**config.mk**
```make
export PLATFORM = sky130hd
export DESIGN_NAME = audio_sample_pacer
export DESIGN_NICKNAME = d
export VERILOG_FILES = /design/src/rtl/audio_pkg.sv /design/src/rtl/audio_sample_fifo.sv /design/src/rtl/audio_sample_pacer.sv
export SDC_FILE = /design/constraint.sdc
export NUM_CORES = 1
export LEC_CHECK = 0
export CAP_MARGIN = 20
export CORE_AREA = 2 2 145 147
export DETAILED_ROUTE_END_ITERATION = 7
export DIE_AREA = 0 0 147 149
export HOLD_SLACK_MARGIN = 0.08
export PLACE_DENSITY = 0.66
export SYNTH_ARGS = -nofsm -noshare
export SYNTH_HDL_FRONTEND = slang
export SYNTH_SLANG_ARGS = --single-unit
```
**constraint.sdc**
```tcl
create_clock -name clk_pixel -period 4.7 [get_ports clk_pixel]
set_clock_uncertainty 0.2 [all_clocks]
set_input_delay 0.94 -clock clk_pixel [delete_from_list [all_inputs] [get_ports clk_pixel]]
set_output_delay 0.94 -clock clk_pixel [all_outputs]
set_load 0.01 [all_outputs]
```
**src/rtl/audio_pkg.sv**
```systemverilog
// rtl/audio_pkg.sv - shared constants and the rate accumulator step for the audio sample pacer
// Contents:
//   ACC_WIDTH      width of the fractional rate accumulator
//   UNDERRUN_WIDTH width of the saturating underrun counter
//   acc_step()     one accumulator update, returns {wrap, next_acc}
package audio_pkg;

  localparam int ACC_WIDTH      = 32;
  localparam int UNDERRUN_WIDTH = 16;

  // Adds the sample rate to the phase accumulator and wraps it modulo the
  // pixel clock frequency. The sum is formed one bit wider so a large
  // accumulator value cannot overflow before the compare.
  function automatic logic [ACC_WIDTH:0] acc_step(
    input logic [ACC_WIDTH-1:0] acc,
    input logic [ACC_WIDTH-1:0] rate,
    input logic [ACC_WIDTH-1:0] period
  );
    logic [ACC_WIDTH:0] sum;
    logic [ACC_WIDTH:0] diff;
    sum  = {1'b0, acc} + {1'b0, rate};
    diff = sum - {1'b0, period};
    if (sum >= {1'b0, period}) begin
      acc_step = {1'b1, diff[ACC_WIDTH-1:0]};
    end else begin
      acc_step = {1'b0, sum[ACC_WIDTH-1:0]};
    end
  endfunction

endpackage

```
**src/rtl/audio_sample_fifo.sv**
```systemverilog
// rtl/audio_sample_fifo.sv - small synchronous FIFO holding stereo sample words
// Ports:
//   clk_i       clock
//   rst_ni      asynchronous active-low reset, flushes the FIFO
//   wr_valid_i  producer offers a word
//   wr_ready_o  FIFO not full (depends on the current level only)
//   wr_data_i   word to store
//   rd_pop_i    consume the head word; ignored while empty
//   rd_data_o   head word
//   level_o     current occupancy, 0..DEPTH
module audio_sample_fifo #(
  parameter int DATA_WIDTH = 32,
  parameter int DEPTH      = 8
) (
  input  logic                    clk_i,
  input  logic                    rst_ni,
  input  logic                    wr_valid_i,
  output logic                    wr_ready_o,
  input  logic [DATA_WIDTH-1:0]   wr_data_i,
  input  logic                    rd_pop_i,
  output logic [DATA_WIDTH-1:0]   rd_data_o,
  output logic [$clog2(DEPTH):0]  level_o
);

  localparam int AW = $clog2(DEPTH);
  localparam logic [AW:0] PTR_ONE = {{AW{1'b0}}, 1'b1};

  logic [DATA_WIDTH-1:0] mem_q [DEPTH];

  // Pointers carry one extra wrap bit so full and empty are distinguishable.
  logic [AW:0] wr_ptr_q, wr_ptr_d;
  logic [AW:0] rd_ptr_q, rd_ptr_d;
  logic        full;
  logic        empty;
  logic        do_push;
  logic        do_pop;

  assign full       = (wr_ptr_q[AW] != rd_ptr_q[AW]) &&
                      (wr_ptr_q[AW-1:0] == rd_ptr_q[AW-1:0]);
  assign empty      = (wr_ptr_q == rd_ptr_q);
  assign wr_ready_o = !full;
  assign do_push    = wr_valid_i && !full;
  assign do_pop     = rd_pop_i && !empty;
  assign rd_data_o  = mem_q[rd_ptr_q[AW-1:0]];
  assign level_o    = wr_ptr_q - rd_ptr_q;

  always_comb begin
    wr_ptr_d = wr_ptr_q;
    rd_ptr_d = rd_ptr_q;
    if (do_push) wr_ptr_d = wr_ptr_q + PTR_ONE;
    if (do_pop)  rd_ptr_d = rd_ptr_q + PTR_ONE;
  end

  always_ff @(posedge clk_i or negedge rst_ni) begin
    if (!rst_ni) begin
      wr_ptr_q <= '0;
      rd_ptr_q <= '0;
    end else begin
      wr_ptr_q <= wr_ptr_d;
      rd_ptr_q <= rd_ptr_d;
    end
  end

  // Storage is not reset; the pointers alone define which entries are live.
  always_ff @(posedge clk_i) begin
    if (do_push) mem_q[wr_ptr_q[AW-1:0]] <= wr_data_i;
  end

endmodule

```
**src/rtl/audio_sample_pacer.sv**
```systemverilog
// rtl/audio_sample_pacer.sv - paces buffered stereo samples to an exact-average audio rate strobe
// Ports:
//   clk_pixel       pixel clock, sole clock
//   reset_n         asynchronous active-low reset
//   in_valid        producer has a stereo sample
//   in_ready        FIFO can accept a sample (not full)
//   in_left         signed left sample
//   in_right        signed right sample
//   clk_audio       one-cycle sample strobe
//   audio_left      attenuated left word, valid from the strobe cycle onward
//   audio_right     attenuated right word
//   fifo_level      current FIFO occupancy
//   underrun_count  saturating count of strobes that found the FIFO empty
module audio_sample_pacer
  import audio_pkg::*;
#(
  parameter int PIXEL_CLOCK_HZ    = 25200000,
  parameter int AUDIO_RATE        = 48000,
  parameter int AUDIO_BIT_WIDTH   = 16,
  parameter int FIFO_DEPTH        = 8,
  parameter int ATTENUATION_SHIFT = 9,
  // Reset value of the underrun counter; nonzero only for debug bring-up.
  parameter logic [UNDERRUN_WIDTH-1:0] UNDERRUN_PRESET = '0
) (
  input  logic                              clk_pixel,
  input  logic                              reset_n,
  input  logic                              in_valid,
  output logic                              in_ready,
  input  logic signed [AUDIO_BIT_WIDTH-1:0] in_left,
  input  logic signed [AUDIO_BIT_WIDTH-1:0] in_right,
  output logic                              clk_audio,
  output logic signed [AUDIO_BIT_WIDTH-1:0] audio_left,
  output logic signed [AUDIO_BIT_WIDTH-1:0] audio_right,
  output logic [$clog2(FIFO_DEPTH):0]       fifo_level,
  output logic [UNDERRUN_WIDTH-1:0]         underrun_count
);

  typedef struct packed {
    logic signed [AUDIO_BIT_WIDTH-1:0] left;
    logic signed [AUDIO_BIT_WIDTH-1:0] right;
  } stereo_sample_t;

  localparam logic [ACC_WIDTH-1:0] RATE   = ACC_WIDTH'(AUDIO_RATE);
  localparam logic [ACC_WIDTH-1:0] PERIOD = ACC_WIDTH'(PIXEL_CLOCK_HZ);
  localparam logic [UNDERRUN_WIDTH-1:0] UNDERRUN_MAX = '1;

  logic [ACC_WIDTH-1:0]              acc_q, acc_d;
  logic [ACC_WIDTH:0]                acc_next;
  logic                              strobe_next;
  logic                              clk_audio_q, clk_audio_d;
  logic signed [AUDIO_BIT_WIDTH-1:0] left_q, left_d;
  logic signed [AUDIO_BIT_WIDTH-1:0] right_q, right_d;
  logic [UNDERRUN_WIDTH-1:0]         under_q, under_d;
  stereo_sample_t                    wr_sample;
  stereo_sample_t                    head;

  always_comb begin
    wr_sample.left  = in_left;
    wr_sample.right = in_right;
  end

  // The pop uses the same strobe_next that raises clk_audio, so the popped
  // word lands in the output registers on the strobe edge itself.
  audio_sample_fifo #(
    .DATA_WIDTH (2 * AUDIO_BIT_WIDTH),
    .DEPTH      (FIFO_DEPTH)
  ) u_fifo (
    .clk_i      (clk_pixel),
    .rst_ni     (reset_n),
    .wr_valid_i (in_valid),
    .wr_ready_o (in_ready),
    .wr_data_i  (wr_sample),
    .rd_pop_i   (strobe_next),
    .rd_data_o  (head),
    .level_o    (fifo_level)
  );

  always_comb begin
    acc_next    = acc_step(acc_q, RATE, PERIOD);
    strobe_next = acc_next[ACC_WIDTH];
    acc_d       = acc_next[ACC_WIDTH-1:0];
    clk_audio_d = strobe_next;
    left_d      = left_q;
    right_d     = right_q;
    under_d     = under_q;
    if (strobe_next) begin
      if (fifo_level != '0) begin
        left_d  = head.left >>> ATTENUATION_SHIFT;
        right_d = head.right >>> ATTENUATION_SHIFT;
      end else if (under_q != UNDERRUN_MAX) begin
        // A push landing in this same cycle is still an underrun; that word
        // waits in the FIFO for the next strobe.
        under_d = under_q + 1'b1;
      end
    end
  end

  always_ff @(posedge clk_pixel or negedge reset_n) begin
    if (!reset_n) begin
      acc_q       <= '0;
      clk_audio_q <= 1'b0;
      left_q      <= '0;
      right_q     <= '0;
      under_q     <= UNDERRUN_PRESET;
    end else begin
      acc_q       <= acc_d;
      clk_audio_q <= clk_audio_d;
      left_q      <= left_d;
      right_q     <= right_d;
      under_q     <= under_d;
    end
  end

  assign clk_audio      = clk_audio_q;
  assign audio_left     = left_q;
  assign audio_right    = right_q;
  assign underrun_count = under_q;

endmodule

```
==> out/qor.rpt, run 1 <==
GLOBAL ROUTING
--------------------------------------------------------------------
Total gr overflow .....................................            0
GRT met3 Usage ........................................       0.0266

FINAL TIMING
--------------------------------------------------------------------
Least setup slack across all paths after layout .......     0.745 ns
Highest Clock Rate ....................................      253 MHz
Pins Over Slew Limit ..................................            0
Post-layout min period ................................      3.95 ns

FLOW RUN
--------------------------------------------------------------------
Max-capacitance violation count .......................            0

POWER AND IR DROP
--------------------------------------------------------------------
Comb pwr share ........................................        0.111
Biggest consumer ......................................    registers
Leakage component of the power ........................      3.48 nW

SYNTHESIS
--------------------------------------------------------------------
Total cell area reported by yosys after synthesis .....    8030 um^2
Post-Synthesis Cell Area ..............................    8030 um^2
Count of instantiated cells in the yosys netlist ......          572
Simple Share, Synth ...................................        0.109
Synthesized instance count ............................          572

CLOCK NETWORK
--------------------------------------------------------------------
TritonCTS sink count ..................................          176
Post-CTS sizing .......................................            0
Clk pin slew, worst setup/hold paths ..................      0.07 ns

STATUS
--------------------------------------------------------------------
Run status ............................................    completed

DRT
--------------------------------------------------------------------
Number of detailed-route iterations in the first pass .            4
Length of routed met2 wiring ..........................      8070 um

DIE
--------------------------------------------------------------------
Total die area ........................................   21900 um^2

## run 1: worst reg2reg max path, cell delays in order (launching register included)
cell	delay [ns]
dfrtp_1	0.44
o31ai_1	0.55
nand2_1	0.20
a311o_1	0.45
nor4_1	0.42
and2_1	0.32
a41oi_4	0.22
nor2_4	0.52
nor3_4	0.20
mux2_2	0.32
## run 1: layout by cell type, fill, tap and decap left out, types with 3 or more instances in the layout
cell / netlist / layout
clkbuf_16: 0 / 17
clkdlybuf4s50_1: 0 / 69
buf_4: 18 / 12
mux4_2: 28 / 28
inv_8: 0 / 4
nor4_1: 4 / 4
nand2_1: 46 / 46
clkinv_8: 0 / 4
o21ai_0: 27 / 27
inv_6: 0 / 3
o31ai_1: 3 / 3
dfrtp_1: 64 / 63
nand3_1: 20 / 20
nand4b_1: 4 / 4
xnor2_1: 44 / 44
nor3_2: 2 / 4
mux2i_1: 16 / 16
or3_1: 4 / 4
nand4_1: 10 / 10
and3_1: 13 / 13
ha_1: 8 / 8
nor2b_1: 3 / 3
xor2_1: 17 / 17
edfxtp_1: 112 / 112
and2_1: 3 / 3
inv_1: 14 / 14
a21oi_1: 6 / 6
nor3_1: 12 / 10
nand2b_1: 3 / 3
nor2_1: 29 / 29
or4_1: 3 / 3
## run 1: cells by family after synthesis
family,Yosys count
flops,176
fa+ha+maj,9
xor+xnor,61
simple gates,167
buf+inv,52
compound gates,61
mux,46
## run 1: through the flow
stage / hold slack (ns) / power (mW) / utilization
floorplan: 0.262 / 2.11 / -
global placement: 0.266 / 2.30 / 0.435
detailed placement: 0.274 / 2.32 / 0.435
CTS: 0.291 / 3.76 / 0.465
global route: 0.314 / 3.85 / 0.465
finish: 0.284 / 3.71 / 0.465
## run 1: final timing paths
| check | endpoint | slack [ns] | start | cells after the start |
|---|---|---|---|---|
| max | underrun_count[1] | 0.75 | acc_q[7] | 9 |
| min | audio_right[4] | 0.28 | audio_right[4] | 2 |
| max reg2reg | underrun_count[1] | 0.75 | acc_q[7] | 9 |
| min reg2reg | audio_right[4] | 0.28 | audio_right[4] | 2 |
| max in group asynchronous | u_fifo.rd_ptr_q[0] | 2.91 | reset_n | 2 |
| min in group asynchronous | acc_q[23] | 0.37 | reset_n | 1 |
## run 1: cell usage after synthesis, types with 6 or more instances
master	n	area [um^2]
edfxtp_1	112	3360
dfrtp_1	64	1600
nand2_1	46	173
xnor2_1	44	385
nor2_1	29	109
mux4_2	28	631
o21ai_0	27	135
nand3_1	20	100
buf_4	18	135
xor2_1	17	149
mux2i_1	16	160
inv_1	14	52.6
and3_1	13	81.3
nor3_1	12	60.1
clkbuf_1	10	37.5
nand4_1	10	62.6
ha_1	8	100
a21oi_1	6	30.0
## run 1: area by class of cell
cell class | instances | area [um^2] | area share
tap | 275 | 344 | 0.0360
inverter | 15 | 56.3 | 0.00589
timing repair buffer | 82 | 786 | 0.0822
clock inverter | 15 | 188 | 0.0196
multi-input combinational | 344 | 2790 | 0.292
sequential | 176 | 4970 | 0.520
clock buffer | 17 | 425 | 0.0445
Fig. 1: run 1, met1 routing
Drawn at 4 px/um. Supply wires on this layer in gray. Cells faint in the background.
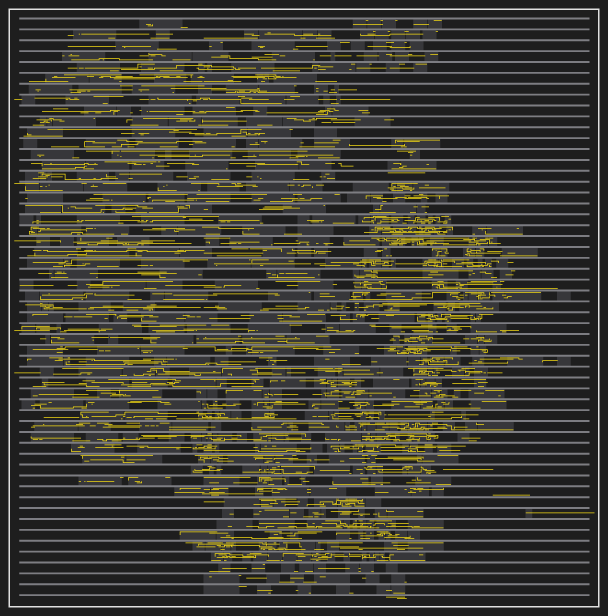
- wire length on this layer: 6970 um
- share of all routed wire: 44%
met1 Track Usage GR: 0.189
WL final: 15700 um

Fig. 2: run 1, drive-strength map
Drawn at 2 px/um.
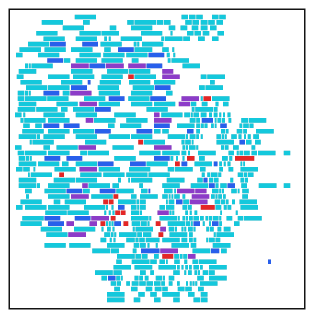
- red: _3 and _4 cells (cells 19; most used buf_4)
- purple: _6 and larger (cells 29; most used clkbuf_16)
- cyan: _0 and _1 cells (cells 553; most used edfxtp_1)
- blue: _2 cells (cells 48; most used mux4_2)

Fig. 3: run 1, I/O nets highlighted
Drawn at 2 px/um.
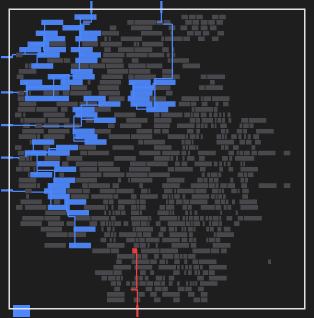
- blue: `in_left` (bits 16; direction input; edge 9 bottom, 5 left, 2 top; end cells 56; buffers 7; wire 503 um)
- red: `in_valid` (bits 1; direction input; edge bottom; end cells 1; buffers 1; wire 33.1 um)

Fig. 4: run 1, cell area per tile
Drawn at 2 px/um. The die is cut into 15 by 15 equal tiles; dark blue is low, red is high, 0 to 100% covered.
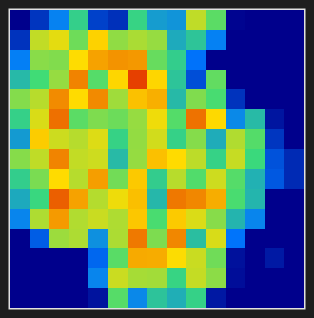
- fullest tile: 93%
- tiles over 75% full: 16%
- mean over tiles: 42%
- emptiest ninth of the die: top right
fp util: 0.391
placeable core area: 20600 um^2
final design utilization: 0.465

Fig. 5: run 1, placed standard cells
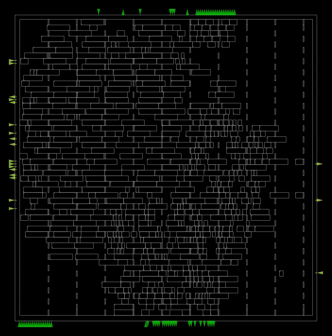

==> run 2: changes to the inputs <==
clock period = 3.9 ns   (was 4.7 ns; I/O delays follow)
Fig. 6: run 2, placed standard cells
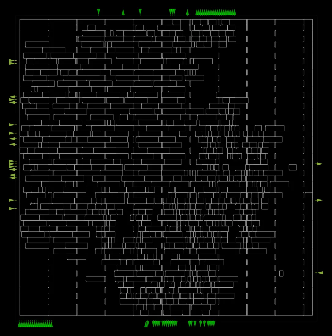
final standard cell count with taps included and fillers excluded: 942
sequential share of cell area: 0.512
number of tap instances: 275
final sequential cell count: 176
final design utilization: 0.472

Fig. 7: run 2, met1 routing
Drawn at 4 px/um. Supply wires on this layer in gray. Cells faint in the background.
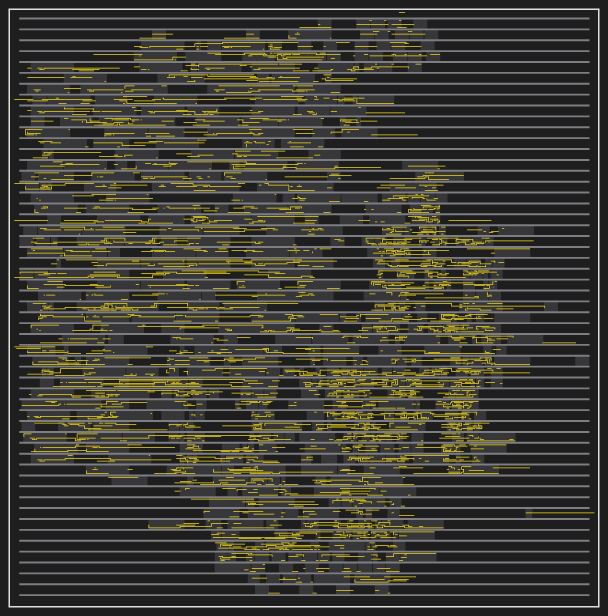
- wire length on this layer: 6730 um
- longest straight run: 44.2 um
- nets with wire on the layer: 632

==> out/qor.rpt, run 2 <==
CLOCK NETWORK
-----------------------------------------------------------------------
Clk pin slew, worst setup/hold paths .....................      0.07 ns
TritonCTS sink count .....................................          176

FINAL TIMING
-----------------------------------------------------------------------
Highest Clock Rate .......................................      270 MHz
Least setup slack across all paths after layout ..........     0.200 ns
Post-layout min period ...................................      3.70 ns
Hold Slack ...............................................     0.285 ns

CRITICAL PATH
-----------------------------------------------------------------------
Launch point of the worst path ...........................    acc_q[13]
R2R setup slack ..........................................      0.20 ns
Depth of the worst register-to-register path .............           10
Crit Reg-Reg Startpoint ..................................    acc_q[13]

FLOW RUN
-----------------------------------------------------------------------
Max-capacitance violation count ..........................            0

SYNTHESIS
-----------------------------------------------------------------------
Top cells by count ....................................... edfxtp_1 (112), dfrtp_1 (64), nand2_1 (46), xnor2_1 (44), nor2_1 (29)
Post-Synthesis Cell Area .................................    8030 um^2
Synthesized instance count ...............................          572
Count of instantiated cells in the yosys netlist .........          572

DRT
-----------------------------------------------------------------------
Number of detailed-route iterations in the first pass ....            4
WL final .................................................     16000 um

STATUS
-----------------------------------------------------------------------
Run status ...............................................    completed

DIE
-----------------------------------------------------------------------
Placeable core area ......................................   20600 um^2
Total die area ...........................................   21900 um^2

FINISH
-----------------------------------------------------------------------
Most common cell after layout, fill and taps aside .......     edfxtp_1
Highest-count cells in the layout ignoring fill and taps . edfxtp_1 (112), clkdlybuf4s50_1 (69), dfrtp_1 (63)

POWER AND IR DROP
-----------------------------------------------------------------------
Post-layout power ........................................      4.47 mW

GLOBAL ROUTING
-----------------------------------------------------------------------
Total gr overflow ........................................            0

Fig. 8: run 2, I/O nets highlighted
Drawn at 2 px/um.
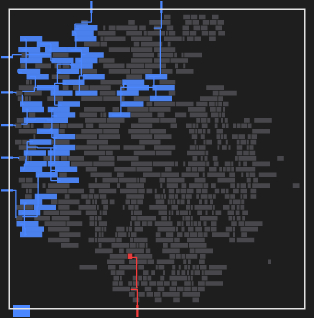
- blue: `in_left` (bits 16; direction input; edge 9 bottom, 5 left, 2 top; end cells 56; buffers 7; wire 514 um)
- red: `in_valid` (bits 1; direction input; edge bottom; end cells 1; buffers 1; wire 31.7 um)

[run 2: cell counts after synthesis]
Identical to the previous run, type by type.
[run 2: power by group through the flow]
stage | registers (mW) | clock network (mW) | logic, mW
after global placement | 2.28 | 0 | 0.501
after floorplan | 2.27 | 0 | 0.270
after CTS | 2.25 | 1.77 | 0.519
final | 2.25 | 1.71 | 0.505
after global routing | 2.26 | 1.83 | 0.552
after detailed placement | 2.29 | 0 | 0.516
[run 2: final cells by class]
class                      instances  area, um^2
multi-input combinational        344        2790
clock buffer                      17         425
tap                              275         344
sequential                       176        4970
timing repair buffer             100         921
fill                            1814       10900
inverter                          15        56.3
clock inverter                    15         194
[run 2: per-stage QoR]
stage,util,instances
after floorplan,-,572
after global placement,0.440,905
after detailed placement,0.440,905
after CTS,0.470,937
after global routing,0.472,942
final,0.472,942
[run 2: worst register-to-register path: cells and delay by family (launching register included)]
kind | cells | cell delay (ns)
AND/OR/NAND/NOR | 5 | 1.60
AND-OR/OR-AND | 3 | 0.99
flip-flops | 1 | 0.43
buffers and inverters | 1 | 0.19
XOR/XNOR | 1 | 0.17
[run 2: what timing repair did]
| item | 4_1_cts | 5_1_grt |
|---|---|---|
| hold buffers | 0 | 0 |
| endpoints found under the setup margin | 0 | 26 |
| buffers inserted | 0 | 5 |
[run 2: worst min path at each step]
| stage | from | end | slack (ns) |
|---|---|---|---|
| 6_report | reset_n | acc_q[22] | 0.29 |
| 5_1_grt | audio_right[4] | audio_right[4] | 0.32 |
| 4_1_cts | reset_n | acc_q[22] | 0.29 |
| 2_1_floorplan | u_fifo.wr_ptr_q[3] | u_fifo.wr_ptr_q[3] | 0.26 |
| 3_5_place_dp | audio_right[5] | audio_right[5] | 0.27 |
| 3_3_place_gp | audio_left[5] | audio_left[5] | 0.27 |
[run 2: cell families after synthesis]
family / synth area share
AOI/OAI and AO/OA: 0.0547
xor gates and xnor gates: 0.0665
adders and majority gates: 0.0150
buffers and inverters: 0.0351
DFF: 0.618
muxes: 0.101
and+or+nand+nor: 0.109
[run 2: layer usage]
metal / up-vias / wire length (um) / global-route usage
met5: - / 0 / 0
met4: 0 / 313 / 0.0639
met3: 23 / 498 / 0.0309
met2: 75 / 8500 / 0.275
met1: 2451 / 6730 / 0.183
li1: 2285 / - / -
Power and IR drop assume default switching activity.
